==> run_1/placement_by_type.png <==
Fill, decap, tap and diode cells in grey.
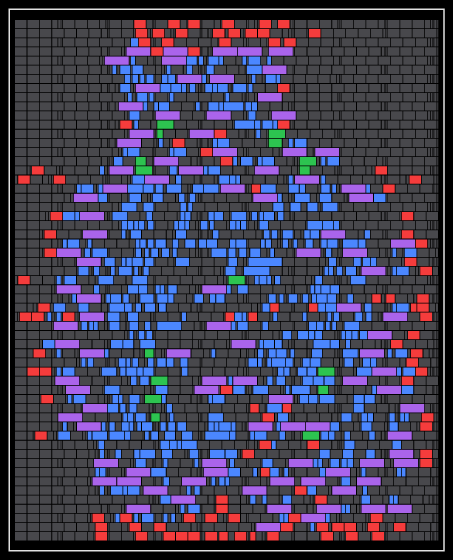
==> run_1/clocks.png <==
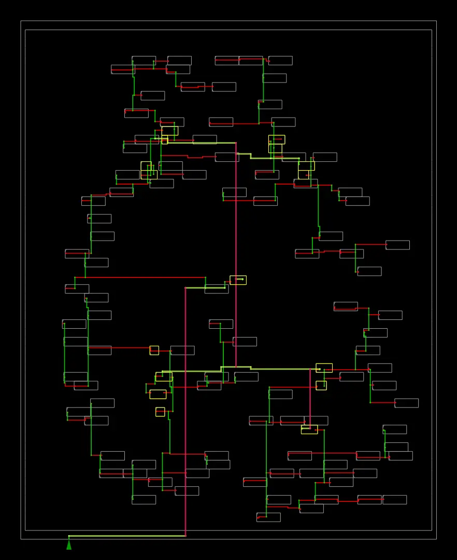
==> run_1/flops_by_reg.png <==
Scale bar: 50 um. Other sequential cells in the stronger grey, the rest of the logic in the fainter grey.
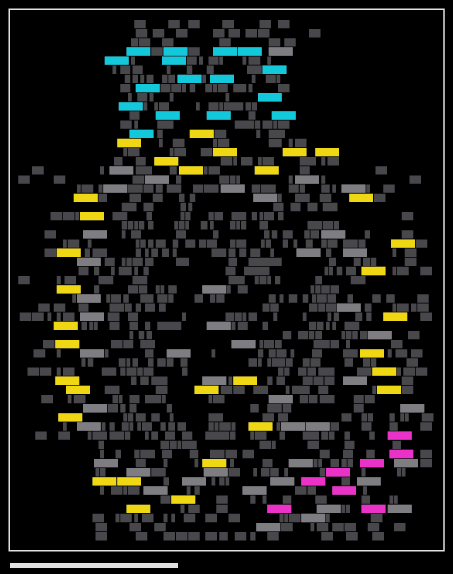
## config.mk

```make
export PLATFORM = sky130hd
export DESIGN_NAME = carrier_nco
export DESIGN_NICKNAME = d
export VERILOG_FILES = /design/src/rtl/carrier_nco.sv
export SDC_FILE = /design/constraint.sdc
export NUM_CORES = 1
export LEC_CHECK = 0
export CAP_MARGIN = 30
export CORE_ASPECT_RATIO = 1.25
export CORE_UTILIZATION = 28
export CTS_BUF_LIST = sky130_fd_sc_hd__clkbuf_2 sky130_fd_sc_hd__clkbuf_4 sky130_fd_sc_hd__clkbuf_8
export CTS_CLUSTER_DIAMETER = 60
export CTS_CLUSTER_SIZE = 30
export DETAILED_ROUTE_END_ITERATION = 10
export PLACE_DENSITY_LB_ADDON = 0.2
export SLEW_MARGIN = 30
export SYNTH_ARGS = -nofsm -noshare
export SYNTH_HDL_FRONTEND = slang
export SYNTH_SLANG_ARGS = --single-unit
```

## constraint.sdc

```tcl
create_clock -name clk -period 3.4 [get_ports clk]
set_input_delay 0.34 -clock clk [delete_from_list [all_inputs] [get_ports clk]]
set_output_delay 0.34 -clock clk [all_outputs]
set_load 0.02 [all_outputs]
```

## src/rtl/carrier_nco.sv

```systemverilog
// Carrier NCO: phase accumulator driving quarter-wave sin/cos table addresses, plus a carrier-cycle counter.
// Optional index dither enabled by defining NCO_DITHER_EN (needs ACC_WIDTH-IDX_WIDTH-2 >= 16).
module carrier_nco #(
  parameter int ACC_WIDTH = 32,
  parameter int IDX_WIDTH = 8
) (
  input  logic                 clk,
  input  logic                 rst,
  input  logic                 en,
  input  logic                 fcw_load,
  input  logic [ACC_WIDTH-1:0] fcw_in,
  input  logic                 phase_load,
  input  logic [ACC_WIDTH-1:0] phase_in,
  output logic [IDX_WIDTH-1:0] sin_idx,
  output logic                 sin_neg,
  output logic [IDX_WIDTH-1:0] cos_idx,
  output logic                 cos_neg,
  output logic                 out_valid,
  output logic                 cycle_wrap,
  output logic [15:0]          cycle_count
);

  logic [ACC_WIDTH-1:0] acc_reg;
  logic [ACC_WIDTH-1:0] fcw_reg;
  logic [ACC_WIDTH:0]   acc_sum;
  logic                 advance;
  logic [1:0]           quadrant;
  logic [IDX_WIDTH-1:0] fine;

  // Index 0 is sine, index 1 is cosine (quadrant advanced by pi/2).
  logic [1:0][IDX_WIDTH-1:0] idx_next;
  logic [1:0]                neg_next;

  assign acc_sum = {1'b0, acc_reg} + {1'b0, fcw_reg};
  assign advance = en & ~phase_load;

`ifdef NCO_DITHER_EN
  localparam int DITHER_SHIFT = ACC_WIDTH - IDX_WIDTH - 2 - 16;

  logic [15:0]          lfsr_reg;
  logic                 lfsr_fb;
  logic [ACC_WIDTH-1:0] lookup_phase;

  assign lfsr_fb = lfsr_reg[15] ^ lfsr_reg[13] ^ lfsr_reg[12] ^ lfsr_reg[10];

  always_ff @(posedge clk) begin
    if (rst) begin
      lfsr_reg <= 16'hACE1;
    end else if (advance) begin
      lfsr_reg <= {lfsr_reg[14:0], lfsr_fb};
    end
  end

  // Dither only perturbs the table lookup; the accumulator itself is untouched.
  assign lookup_phase = acc_reg + (ACC_WIDTH'(lfsr_reg) << DITHER_SHIFT);
  assign quadrant     = lookup_phase[ACC_WIDTH-1 -: 2];
  assign fine         = lookup_phase[ACC_WIDTH-3 -: IDX_WIDTH];
`else
  assign quadrant = acc_reg[ACC_WIDTH-1 -: 2];
  assign fine     = acc_reg[ACC_WIDTH-3 -: IDX_WIDTH];
`endif

  generate
    for (genvar gi = 0; gi < 2; gi++) begin : g_map
      logic [1:0] quad_rot;
      assign quad_rot     = quadrant + 2'(gi);
      // Odd quadrants walk the quarter table backwards; upper half negates.
      assign idx_next[gi] = quad_rot[0] ? ~fine : fine;
      assign neg_next[gi] = quad_rot[1];
    end
  endgenerate

  always_ff @(posedge clk) begin
    if (rst) begin
      acc_reg     <= '0;
      fcw_reg     <= '0;
      sin_idx     <= '0;
      sin_neg     <= 1'b0;
      cos_idx     <= '1;
      cos_neg     <= 1'b0;
      out_valid   <= 1'b0;
      cycle_wrap  <= 1'b0;
      cycle_count <= '0;
    end else begin
      if (fcw_load) begin
        fcw_reg <= fcw_in;
      end
      if (phase_load) begin
        acc_reg    <= phase_in;
        out_valid  <= 1'b0;
        cycle_wrap <= 1'b0;
      end else if (en) begin
        acc_reg    <= acc_sum[ACC_WIDTH-1:0];
        sin_idx    <= idx_next[0];
        sin_neg    <= neg_next[0];
        cos_idx    <= idx_next[1];
        cos_neg    <= neg_next[1];
        out_valid  <= 1'b1;
        cycle_wrap <= acc_sum[ACC_WIDTH];
        if (acc_sum[ACC_WIDTH]) begin
          cycle_count <= cycle_count + 16'd1;
        end
      end else begin
        out_valid  <= 1'b0;
        cycle_wrap <= 1'b0;
      end
    end
  end

endmodule

```

==> reports/results.txt, run 1 <==
Worst Max-Slew Pin Slew = 0.5959 ns
main flop type = dfxtp_1
Max IR drop VDD = 172.4 uV
Clock transition at path regs = 0.10 ns
Cell Rows = 57
Reg power frac = 0.488
worst hold start = cos_idx[0]
Adder Share, Synth = 0.07685
DP Worst Slack = 0.3520 ns
Basic Gates by Area = 0.1813
wire per inst = 15.27 um
Worst Path Arrival = 3.36 ns
IO Port Bufs = 104
Clk pwr share = 0.285
post-synthesis chip area from yosys = 0.005633 mm^2
tool warnings = 26
Crit Path Class = flip-flop to flip-flop
RR Endpoint = acc_reg[30]
R2R setup slack = 0.34 ns
combinational share of power = 0.227
number of max-cap violations = 0
Worst R2R Start = acc_reg[0]
power per cell area = 371.1 mW/mm^2
worst reg-to-reg path cell count = 11
Post-Synthesis Cells = 661
Synth Cell Area = 0.005633 mm^2
Worst Slack Setup Final = 0.3442 ns
I/O pin cnt = 105
fp_density = 0.2883
outcome = complete, no violations
# fillers = 2,104
DIE HEIGHT = 160.6 um
Placer Congestion = 0.8308
Synth mux share = 0.07308
switching power share of the total = 0.3173
first-pass GRT wire length = 25,480 um
total power = 2.634 mW
Worst Hold Depth = 2
Notes on placement_by_type.png above:
colour	class	cells	share of their area
blue	combinational and other logic	523	51%
purple	flops	100	30%
red	other buffers and delay cells	114	16%
green	clock drivers and dummy loads	16	2.7%
flop share of the area: 0.2821
Final Util: 0.3632
core area: 0.01954 mm^2

Notes on clocks.png above:
CTS Sinks: 100
flop count: 100
# clk buffers: 9
Setup Skew: 0.01785 ns
power drawn by the clock network: 751 uW

Notes on flops_by_reg.png above:
colour	netlist name	placed flops
yellow	fcw_reg	32
cyan	cycle_count	16
magenta	sin_idx	8
not coloured	44

[run 1: cells by family after synthesis]
logic type / count (synthesis)
AOI/OAI and AO/OA: 168
xor gates and xnor gates: 45
adders and majority gates: 34
buffers and inverters: 55
DFF: 100
muxes: 41
and+or+nand+nor: 218
[run 1: power groups by stage]
| stage | Combinational [mW] | Sequential, mW | Clock, mW |
|---|---|---|---|
| 6_report | 0.598 | 1.28 | 0.751 |
| 5_1_grt | 0.667 | 1.29 | 0.826 |
| 4_1_cts | 0.605 | 1.29 | 0.779 |
| 3_5_place_dp | 0.601 | 1.31 | 0 |
| 3_3_place_gp | 0.604 | 1.31 | 0 |
| 2_1_floorplan | 0.378 | 1.32 | 0 |
[run 1: routing by layer]
metal	up-vias	share of wire	track usage
met5	-	0	0
met4	0	0.015	0.05241
met3	12	0.040	0.02432
met2	95	0.50	0.2801
met1	2317	0.44	0.1917
li1	2537	-	-
[run 1: layout make-up]
type / count / area, um^2 / share of cell area
clock buffers: 9 / 123.9 / 0.01745
clock inverters: 7 / 57.56 / 0.008110
inverters: 17 / 63.81 / 0.008992
multi-input cells: 506 / 3415 / 0.4811
flip-flops and latches: 100 / 2002 / 0.2821
well taps: 265 / 331.6 / 0.04672
repair buffers: 114 / 1104 / 0.1555
[run 1: worst max-delay path, stage by stage (launching register included)]
cell,delay [ns]
dfxtp_1,0.33
ha_1,0.22
fa_1,0.40
a21o_1,0.21
a221o_1,0.40
a211oi_4,0.47
o31ai_4,0.16
nor2b_4,0.17
o21ai_2,0.15
nand4b_1,0.11
o31a_1,0.13
a221oi_2,0.22
[run 1: worst max-delay path by stage]
stage                            to  cells past startpoint        from
floorplan           cycle_count[14]                     11  acc_reg[0]
global placement    cycle_count[14]                     11  acc_reg[0]
detailed placement  cycle_count[14]                     11  acc_reg[0]
CTS                     acc_reg[30]                     11  acc_reg[0]
global route        cycle_count[14]                     11  acc_reg[0]
finish                  acc_reg[30]                     11  acc_reg[0]
[run 1: synth_stat cells, drive strengths merged (13+ instances only)]
master / instances / area (um^2)
o21ai: 22 / 128.9
xnor2: 23 / 201.4
a21o: 13 / 98.85
inv: 17 / 63.81
and3: 17 / 107.6
a211oi: 14 / 122.6
clkbuf: 27 / 101.4
nor2: 94 / 360.3
a21oi: 68 / 344.1
ha: 33 / 412.9
nand2: 53 / 201.5
xor2: 22 / 192.7
dfxtp: 100 / 2002
mux2i: 40 / 400.4
[run 1: through the flow]
| stage | instance area [um^2] | cells |
|---|---|---|
| floorplan | 5633 | 661 |
| global placement | 6913 | 1002 |
| detailed placement | 6915 | 1002 |
| CTS | 7097 | 1018 |
| global route | 7097 | 1018 |
| finish | 7097 | 1018 |
==> inputs of run 2 (changes only) <==
--- a/config.mk
+++ b/config.mk
@@ -7,6 +7,7 @@
 export LEC_CHECK = 0
 export CAP_MARGIN = 30
 export CORE_ASPECT_RATIO = 1.25
+export CORE_MARGIN = 1
 export CORE_UTILIZATION = 28
 export CTS_BUF_LIST = sky130_fd_sc_hd__clkbuf_2 sky130_fd_sc_hd__clkbuf_4 sky130_fd_sc_hd__clkbuf_8
 export CTS_CLUSTER_DIAMETER = 60
==> run_2/wires.png <==
Scale bar: 50 um. Two of the layers only.
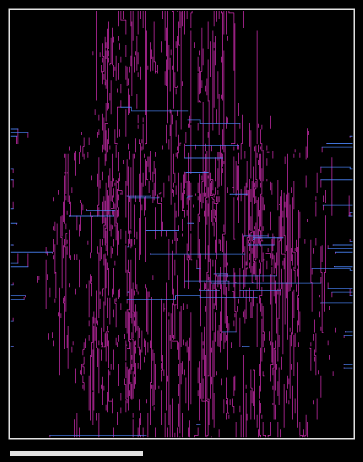
colour	layer	wire length
blue	metal 3	626 um
magenta	metal 2	7,840 um

==> run 2 against run 1 <==
Net effect:
- total power unchanged
- critical path depth stayed put
- worst setup slack unchanged
- worst hold slack stayed put
- highest routed layer unchanged
- utilization unchanged
- critical path type unchanged
==> reports/results.txt, run 2 <==
top cells by count = dfxtp_1 (100), nor2_1 (93), a21oi_1 (67)
Combinational Area = 0.003415 mm^2
worst-path cell chain = ha_1, fa_1, a21o_1, a221o_1, a211oi_4, o31ai_4, nor2b_4, o21ai_2, nand4b_1, o31a_1, a221oi_2
first-pass GRT wire length = 25,480 um
Setup Skew = 0.01785 ns
CTS Sinks = 100
DP Worst Slack = 0.3520 ns
number of max-cap violations = 0
wire per inst = 15.27 um
delay-heaviest family, CP = AND-OR/OR-AND gates
Top-area cell share = 0.3554
CP Capture Type = flip-flop
Final Util = 0.3632
post-synthesis chip area from yosys = 0.005633 mm^2
Cell Rows = 57
IO Port Bufs = 104
outcome = complete, no violations
Net Count, Synth = 764
core area = 0.01954 mm^2
Clock transition at path regs = 0.10 ns
cell type with the largest total area = dfxtp_1
aggregate global routing overflow = 0
Post-Synthesis Cells = 661
power per cell area = 371.1 mW/mm^2
main flop type = dfxtp_1
DIE HEIGHT = 160.6 um
slowest cell on the critical path = a211oi_4
# fillers = 2,104
fin area = 0.007097 mm^2
Max IR drop VDD = 172.4 uV
top cells by area = dfxtp_1 (36%), ha_1 (7.3%), mux2i_1 (7.1%)
Worst Path Arrival = 3.36 ns
Synth Cell Area = 0.005633 mm^2
Worst Max-Slew Pin Slew = 0.5959 ns
Placer Congestion = 0.8308
most common cell in the synthesized netlist = dfxtp_1
tool warnings = 26
## run 2: cell counts in the layout (fill, tap and decap cells not counted)
Identical to the previous run, type by type.
## run 2: where the power goes
| part | leakage (nW) | total [mW] | internal [mW] | switching, mW |
|---|---|---|---|---|
| Combinational | 2.04 | 0.598 | 0.280 | 0.318 |
| Clock | 0.0886 | 0.751 | 0.278 | 0.472 |
| Sequential | 0.823 | 1.28 | 1.24 | 0.0451 |
## run 2: layout make-up
| class | count | share of cell area |
|---|---|---|
| inverter | 17 | 0.008992 |
| tap | 265 | 0.04672 |
| sequential | 100 | 0.2821 |
| timing repair buffer | 114 | 0.1555 |
| multi-input combinational | 506 | 0.4811 |
| clock buffer | 9 | 0.01745 |
| clock inverter | 7 | 0.008110 |
## run 2: per-layer routing
metal / global-route usage / wire length (um) / up-vias
met3: 0.02432 / 626 / 12
met4: 0.05241 / 240 / 0
met1: 0.1917 / 6836 / 2317
met2: 0.2801 / 7842 / 95
met5: 0 / 0 / -
li1: - / - / 2537
## run 2: worst register-to-register path, cell delays in order (launching register included)
cell and delay, ns:
dfxtp_1 0.33, ha_1 0.22, fa_1 0.40, a21o_1 0.21
a221o_1 0.40, a211oi_4 0.47, o31ai_4 0.16, nor2b_4 0.17
o21ai_2 0.15, nand4b_1 0.11, o31a_1 0.13, a221oi_2 0.22
## run 2: stage by stage
step	instances	power (mW)
5_1_grt	1018	2.787
3_3_place_gp	1002	1.917
2_1_floorplan	661	1.697
4_1_cts	1018	2.671
6_report	1018	2.634
3_5_place_dp	1002	1.915
## run 2: logic make-up after synthesis
family | share of synthesized area
AND/OR/NAND/NOR | 0.1813
adder cells (fa/ha/maj) | 0.07686
flip-flops | 0.3554
AND-OR/OR-AND | 0.2050
multiplexers | 0.07308
buffers and inverters | 0.03843
XOR/XNOR | 0.06997
## run 2: final timing paths
kind / from / endpoint / cells after the start
max: acc_reg[0] / acc_reg[30] / 11
min: cos_idx[0] / cos_idx[0] / 2
max reg2reg: acc_reg[0] / acc_reg[30] / 11
min reg2reg: cos_idx[0] / cos_idx[0] / 2
==> run_2/clk_routes.png <==
Scale bar: 50 um.
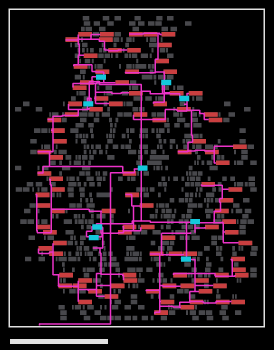

==> inputs of run 3 (changes only) <==
--- a/config.mk
+++ b/config.mk
@@ -6,6 +6,8 @@
 export NUM_CORES = 1
 export LEC_CHECK = 0
 export CAP_MARGIN = 30
+export CELL_PAD_IN_SITES_DETAIL_PLACEMENT = 0
+export CELL_PAD_IN_SITES_GLOBAL_PLACEMENT = 1
 export CORE_ASPECT_RATIO = 1.25
 export CORE_MARGIN = 1
 export CORE_UTILIZATION = 28
==> run_3/clk_routes.png <==
Scale bar: 50 um.
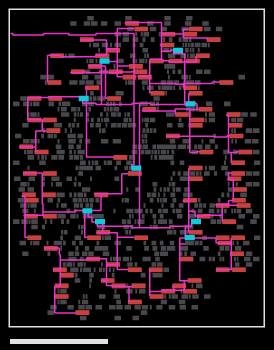
[magenta] clock wires | length: 1,550 um
[cyan] clock drivers | count: 9
[red] flip-flops | count: 100
routed clock nets	10

==> run 3 against run 2 <==
Net effect:
- critical endpoint is now cycle_count[14]
- count of clock-buffer cells in the layout grew 4
- flip-flop count is the same
- largest power group unchanged
- worst setup slack lost 0.032 ns
- largest cell class unchanged
- sequential power is essentially flat
- cell count shrank 0.29%
- clock power grew 13%
==> reports/results.txt, run 3 <==
# fillers = 2,064
main flop type = dfxtp_1
wire per inst = 15.81 um
R2R setup slack = 0.31 ns
CTS Sinks = 100
DIE HEIGHT = 160.6 um
combinational share of power = 0.220
Top-area cell share = 0.3554
slowest cell on the critical path = a211oi_4
I/O pin cnt = 105
Crit Path Class = flip-flop to flip-flop
Worst Path Arrival = 3.35 ns
outcome = complete, no violations
Die Area = 0.02069 mm^2
Clk pwr share = 0.310
core area = 0.01954 mm^2
post-synthesis chip area from yosys = 0.005633 mm^2
switching power share of the total = 0.2941
met2 WL = 7818 um
worst reg-to-reg path cell count = 11
Final ANT Viol Nets = 0
tool warnings = 26
NetSw = 803.1 uW
CP Capture Type = flip-flop
first-pass GRT wire length = 25,980 um
DR top layer = met4
Net Count, Synth = 764
Synth Cell Area = 0.005633 mm^2
aggregate global routing overflow = 0
number of max-cap violations = 0
most common cell in the synthesized netlist = dfxtp_1
IO Port Bufs = 104
top cells by area = dfxtp_1 (36%), ha_1 (7.3%), mux2i_1 (7.1%)
Int Pwr = 1.928 mW
power per cell area = 384.1 mW/mm^2
WL met1 = 7357 um
Clock transition at path regs = 0.11 ns
Max IR drop VDD = 229.6 uV
critical path's largest stage delay = 0.48 ns
met3 WL = 583 um
Worst Hold Depth = 2
==> run 3: cell counts after synthesis <==
No cell type changed its count.
==> run 3: area by class of cell <==
cell class | count | area, um^2 | area share
multi-input combinational | 506 | 3415 | 0.4803
sequential | 100 | 2002 | 0.2816
timing repair buffer | 111 | 1081 | 0.1521
tap | 265 | 331.6 | 0.04664
clock buffer | 13 | 172.7 | 0.02429
inverter | 17 | 63.81 | 0.008976
clock inverter | 3 | 43.79 | 0.006160
==> run 3: final timing paths <==
| kind | start | endpoint |
|---|---|---|
| hold reg to reg | cos_idx[4] | cos_idx[4] |
| setup / recovery | acc_reg[0] | cycle_count[14] |
| setup reg to reg | acc_reg[0] | cycle_count[14] |
| hold / removal | cos_idx[4] | cos_idx[4] |
==> run 3: cell families after synthesis <==
logic type / share of synthesized area
xor gates and xnor gates: 0.06997
adders and majority gates: 0.07686
DFF: 0.3554
AOI/OAI and AO/OA: 0.2050
and+or+nand+nor: 0.1813
buffers and inverters: 0.03843
muxes: 0.07308
==> run 3: critical path: cells and delay by family, from the launching register on <==
kind | cells | cell delay [ns]
AND/OR/NAND/NOR | 3 | 0.35
flip-flops | 1 | 0.33
adder cells (fa/ha/maj) | 2 | 0.63
AND-OR/OR-AND | 5 | 1.53
XOR/XNOR | 1 | 0.13
==> run 3: metal layers <==
layer | track usage | up-vias
met4 | 0.05455 | 0
met5 | 0 | -
li1 | - | 2530
met3 | 0.02765 | 13
met2 | 0.2789 | 98
met1 | 0.1997 | 2305
==> run 3: stage by stage <==
| step | utilization | setup slack [ns] | power (mW) | hold WS [ns] | cell area, um^2 |
|---|---|---|---|---|---|
| 2_1_floorplan | - | 0.6077 | 1.697 | 0.4646 | 5633 |
| 3_3_place_gp | 0.3526 | 0.3633 | 1.910 | 0.4294 | 6890 |
| 3_5_place_dp | 0.3527 | 0.2901 | 1.913 | 0.4330 | 6893 |
| 4_1_cts | 0.3638 | 0.2730 | 2.775 | 0.4420 | 7109 |
| 5_1_grt | 0.3638 | 0.08745 | 2.888 | 0.4647 | 7109 |
| 6_report | 0.3638 | 0.3123 | 2.731 | 0.4441 | 7109 |
==> run 3: power by group through the flow <==
stage | Sequential (mW) | Combinational [mW] | Clock, mW
detailed placement | 1.31 | 0.600 | 0
global route | 1.30 | 0.665 | 0.928
global placement | 1.31 | 0.599 | 0
floorplan | 1.32 | 0.378 | 0
CTS | 1.29 | 0.603 | 0.885
finish | 1.28 | 0.600 | 0.846
No activity file was given, so power comes from the tool's default toggle rates.
